[src/rtl/dac_spi_driver.sv]
// -----------------------------------------------------------------------------
// dac_spi_driver
// Serialises two 12-bit samples into a pair of 16-bit SPI frames for a
// dual-channel DAC (channel A, then channel B), then strobes LDAC so both
// channels update together.
//
// Ports
//   sys_clk_i      system clock, rising edge
//   sys_rst_i      asynchronous active-low reset
//   ds_en_i        transfer enable; starts are only taken while high
//   ds_start_i     one-cycle transfer request (sample-rate tick)
//   ds_sample_1_i  channel A sample, unsigned 12 bit
//   ds_sample_2_i  channel B sample, unsigned 12 bit
//   ds_cs_n_o      DAC chip select, active-low
//   ds_sck_o       SPI mode-0 serial clock
//   ds_sdi_o       serial data, MSB first
//   ds_ldac_n_o    DAC latch strobe, active-low
//   ds_busy_o      high while a transfer is in progress
//   ds_done_o      one-cycle pulse at end of transfer
//   ds_ovr_cnt_o   saturating count of starts dropped while busy
// -----------------------------------------------------------------------------
module dac_spi_driver #(
  parameter int         CLK_DIV  = 4,       // sys_clk cycles per SCK half-period, 1..255
  parameter logic [2:0] CFG_BITS = 3'b011   // {BUF, GA_n, SHDN_n}
) (
  input  logic        sys_clk_i,
  input  logic        sys_rst_i,
  input  logic        ds_en_i,
  input  logic        ds_start_i,
  input  logic [11:0] ds_sample_1_i,
  input  logic [11:0] ds_sample_2_i,
  output logic        ds_cs_n_o,
  output logic        ds_sck_o,
  output logic        ds_sdi_o,
  output logic        ds_ldac_n_o,
  output logic        ds_busy_o,
  output logic        ds_done_o,
  output logic [7:0]  ds_ovr_cnt_o
);

  localparam logic [8:0] DIV_M1  = 9'(CLK_DIV - 1);
  localparam logic [8:0] LDAC_M1 = 9'(2 * CLK_DIV - 1);

  typedef enum logic [2:0] {
    IDLE, SHIFT_A, GAP_A, SHIFT_B, GAP_B, LDAC, DONE
  } state_t;

  state_t      r_state;
  logic [8:0]  r_cnt;      // cycle counter within the current half-period / gap / strobe
  logic [4:0]  r_half;     // SCK half-period index within a frame, 0..31
  logic [15:0] r_shift;    // frame being shifted; MSB is the bit currently on SDI
  logic [11:0] r_samp2;    // channel B sample, held until frame B is loaded
  logic        r_cs_n;
  logic        r_sck;
  logic        r_sdi;
  logic        r_ldac_n;
  logic        r_busy;
  logic        r_done;
  logic [7:0]  r_ovr;

  logic w_can_start;
  logic w_accept;
  logic w_drop;

  // DONE accepts a new start so back-to-back transfers only lose one cycle.
  assign w_can_start = (r_state == IDLE) || (r_state == DONE);
  assign w_accept    = ds_en_i && ds_start_i && w_can_start;
  assign w_drop      = ds_en_i && ds_start_i && !w_can_start;

  always_ff @(posedge sys_clk_i or negedge sys_rst_i) begin
    if (!sys_rst_i) begin
      r_state  <= IDLE;
      r_cnt    <= '0;
      r_half   <= '0;
      r_shift  <= '0;
      r_samp2  <= '0;
      r_cs_n   <= 1'b1;
      r_sck    <= 1'b0;
      r_sdi    <= 1'b0;
      r_ldac_n <= 1'b1;
      r_busy   <= 1'b0;
      r_done   <= 1'b0;
      r_ovr    <= '0;
    end else begin
      if (w_drop && (r_ovr != 8'hFF)) begin
        r_ovr <= r_ovr + 8'd1;
      end

      case (r_state)
        IDLE, DONE: begin
          r_done <= 1'b0;
          if (w_accept) begin
            // Frame A doubles as the latch for sample 1.
            r_shift <= {1'b0, CFG_BITS, ds_sample_1_i};
            r_samp2 <= ds_sample_2_i;
            r_sdi   <= 1'b0;
            r_cs_n  <= 1'b0;
            r_busy  <= 1'b1;
            r_cnt   <= '0;
            r_half  <= '0;
            r_state <= SHIFT_A;
          end else begin
            r_state <= IDLE;
          end
        end

        SHIFT_A, SHIFT_B: begin
          if (r_cnt == DIV_M1) begin
            r_cnt <= '0;
            if (r_half == 5'd31) begin
              // 16th falling edge: close the frame on this same cycle.
              r_cs_n  <= 1'b1;
              r_sck   <= 1'b0;
              r_sdi   <= 1'b0;
              r_state <= (r_state == SHIFT_A) ? GAP_A : GAP_B;
            end else begin
              r_half <= r_half + 5'd1;
              r_sck  <= ~r_sck;
              // Odd half ending means SCK is falling: present the next bit.
              if (r_half[0]) begin
                r_shift <= {r_shift[14:0], 1'b0};
                r_sdi   <= r_shift[14];
              end
            end
          end else begin
            r_cnt <= r_cnt + 9'd1;
          end
        end

        GAP_A: begin
          if (r_cnt == DIV_M1) begin
            r_cnt   <= '0;
            r_half  <= '0;
            r_shift <= {1'b1, CFG_BITS, r_samp2};
            r_sdi   <= 1'b1;
            r_cs_n  <= 1'b0;
            r_state <= SHIFT_B;
          end else begin
            r_cnt <= r_cnt + 9'd1;
          end
        end

        GAP_B: begin
          if (r_cnt == DIV_M1) begin
            r_cnt    <= '0;
            r_ldac_n <= 1'b0;
            r_state  <= LDAC;
          end else begin
            r_cnt <= r_cnt + 9'd1;
          end
        end

        LDAC: begin
          if (r_cnt == LDAC_M1) begin
            r_cnt    <= '0;
            r_ldac_n <= 1'b1;
            r_busy   <= 1'b0;
            r_done   <= 1'b1;
            r_state  <= DONE;
          end else begin
            r_cnt <= r_cnt + 9'd1;
          end
        end

        default: r_state <= IDLE;
      endcase
    end
  end

  assign ds_cs_n_o    = r_cs_n;
  assign ds_sck_o     = r_sck;
  assign ds_sdi_o     = r_sdi;
  assign ds_ldac_n_o  = r_ldac_n;
  assign ds_busy_o    = r_busy;
  assign ds_done_o    = r_done;
  assign ds_ovr_cnt_o = r_ovr;

endmodule

[config.mk]
export PLATFORM = sky130hd
export DESIGN_NAME = dac_spi_driver
export DESIGN_NICKNAME = d
export VERILOG_FILES = /design/src/rtl/dac_spi_driver.sv
export SDC_FILE = /design/constraint.sdc
export NUM_CORES = 1
export LEC_CHECK = 0
export CORE_MARGIN = 5
export CORE_UTILIZATION = 40
export CTS_CLUSTER_DIAMETER = 50
export DETAILED_ROUTE_END_ITERATION = 7
export SLEW_MARGIN = 20
export SYNTH_ARGS = -nofsm -noshare
export SYNTH_HDL_FRONTEND = slang
export SYNTH_SLANG_ARGS = --single-unit
[constraint.sdc]
create_clock -name sys_clk_i -period 5.2 [get_ports sys_clk_i]
set_input_delay 0.78 -clock sys_clk_i [delete_from_list [all_inputs] [get_ports sys_clk_i]]
set_output_delay 0.78 -clock sys_clk_i [all_outputs]
set_load 0.02 [all_outputs]
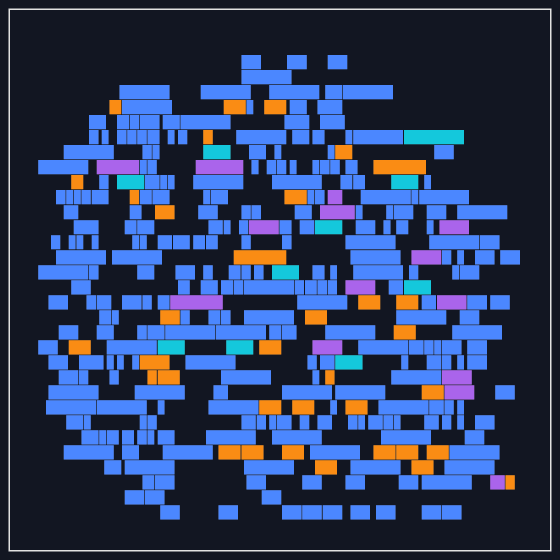
**Above:** sizing map.
Orange marks drive 2, cells 35, share 11%. Purple marks drive 3 to 4, cells 14, share 4.2%. Blue marks drive 1 or less, cells 274, share 82%. Cyan marks drive 6 and up, cells 10, share 3.0%.
PnR worst setup slack: 2.53 ns
Post-Layout Inst Area: 3750 µm²
area grow syn2layout: 21.4%
Buffers, non-clock: 42

==> flow_summary.ini <==
; yosys + openroad results
[run_status]
run_status = complete, no violations

[die]
initial_core_util_pct = 40.6
die_h_um = 97.8
core_area_um2 = 7610

[power]
power_density_nw_per_um2 = 500
netSwitchingPower_uw = 668

[yosys]
syn_area_um2 = 3090
syn_area_per_cell_um2 = 10.7
yosysCellCount = 288
synth-simple-area-share_pct = 16.4
ys_sh_mux_pct = 12.7

[placement]
port_buffers = 41
place_area_um2 = 3560

[final_layout]
fillers = 712
nets = 361

[grt]
antenna_found_initial = 0
busiest_layer = met2
grt_pass1_vias = 2224
use_met1_pct = 19.1

[setup_path]
crit_family = AND-OR/OR-AND gates
cp-startpoint = r_state[0]
rr_endpoint = r_shift[0]
critPathKind = reg2reg

[routing]
met3_length_um = 262
drtIter0Drc = 136
viasPerCell = 5.20
via_count = 2260

[timing]
finalCriticalPeriod_ns = 2.67

[cts]
clk_path_buf_depth = 2
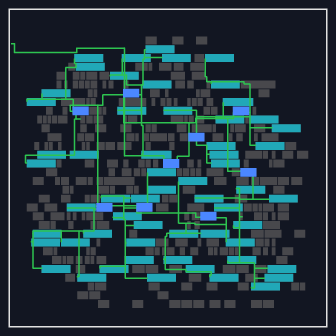
**Above:** clock network drawn from the DEF.
Blue marks cells driving clock nets, count 9. Green marks clock wires, length 837 µm. Cyan marks flip-flops, count 58.
There are 10 routed clock nets.
Final Skew: 0.00830 ns
clk_lat worst skew: 0.34 ns

worst min path at each step:
stage,slack (ns),endpoint,cells after the start,startpoint
floorplan,0.48,ds_busy_o,0,sys_rst_i
global route,0.52,r_samp2[2],1,r_samp2[2]
finish,0.50,ds_busy_o,1,ds_busy_o
global placement,0.48,ds_ovr_cnt_o[7],1,ds_ovr_cnt_o[7]
CTS,0.51,ds_busy_o,1,ds_busy_o
detailed placement,0.49,ds_busy_o,1,ds_busy_o
flip-flops by register name, summed over array words and instances, names as in the netlist:
register / cells
r_shift: 15
r_samp2: 12
r_cnt: 9
ds_ovr_cnt_o: 8
r_half: 5
r_state: 3
ds_busy_o: 1
ds_cs_n_o: 1
ds_done_o: 1
ds_ldac_n_o: 1
ds_sck_o: 1
ds_sdi_o: 1
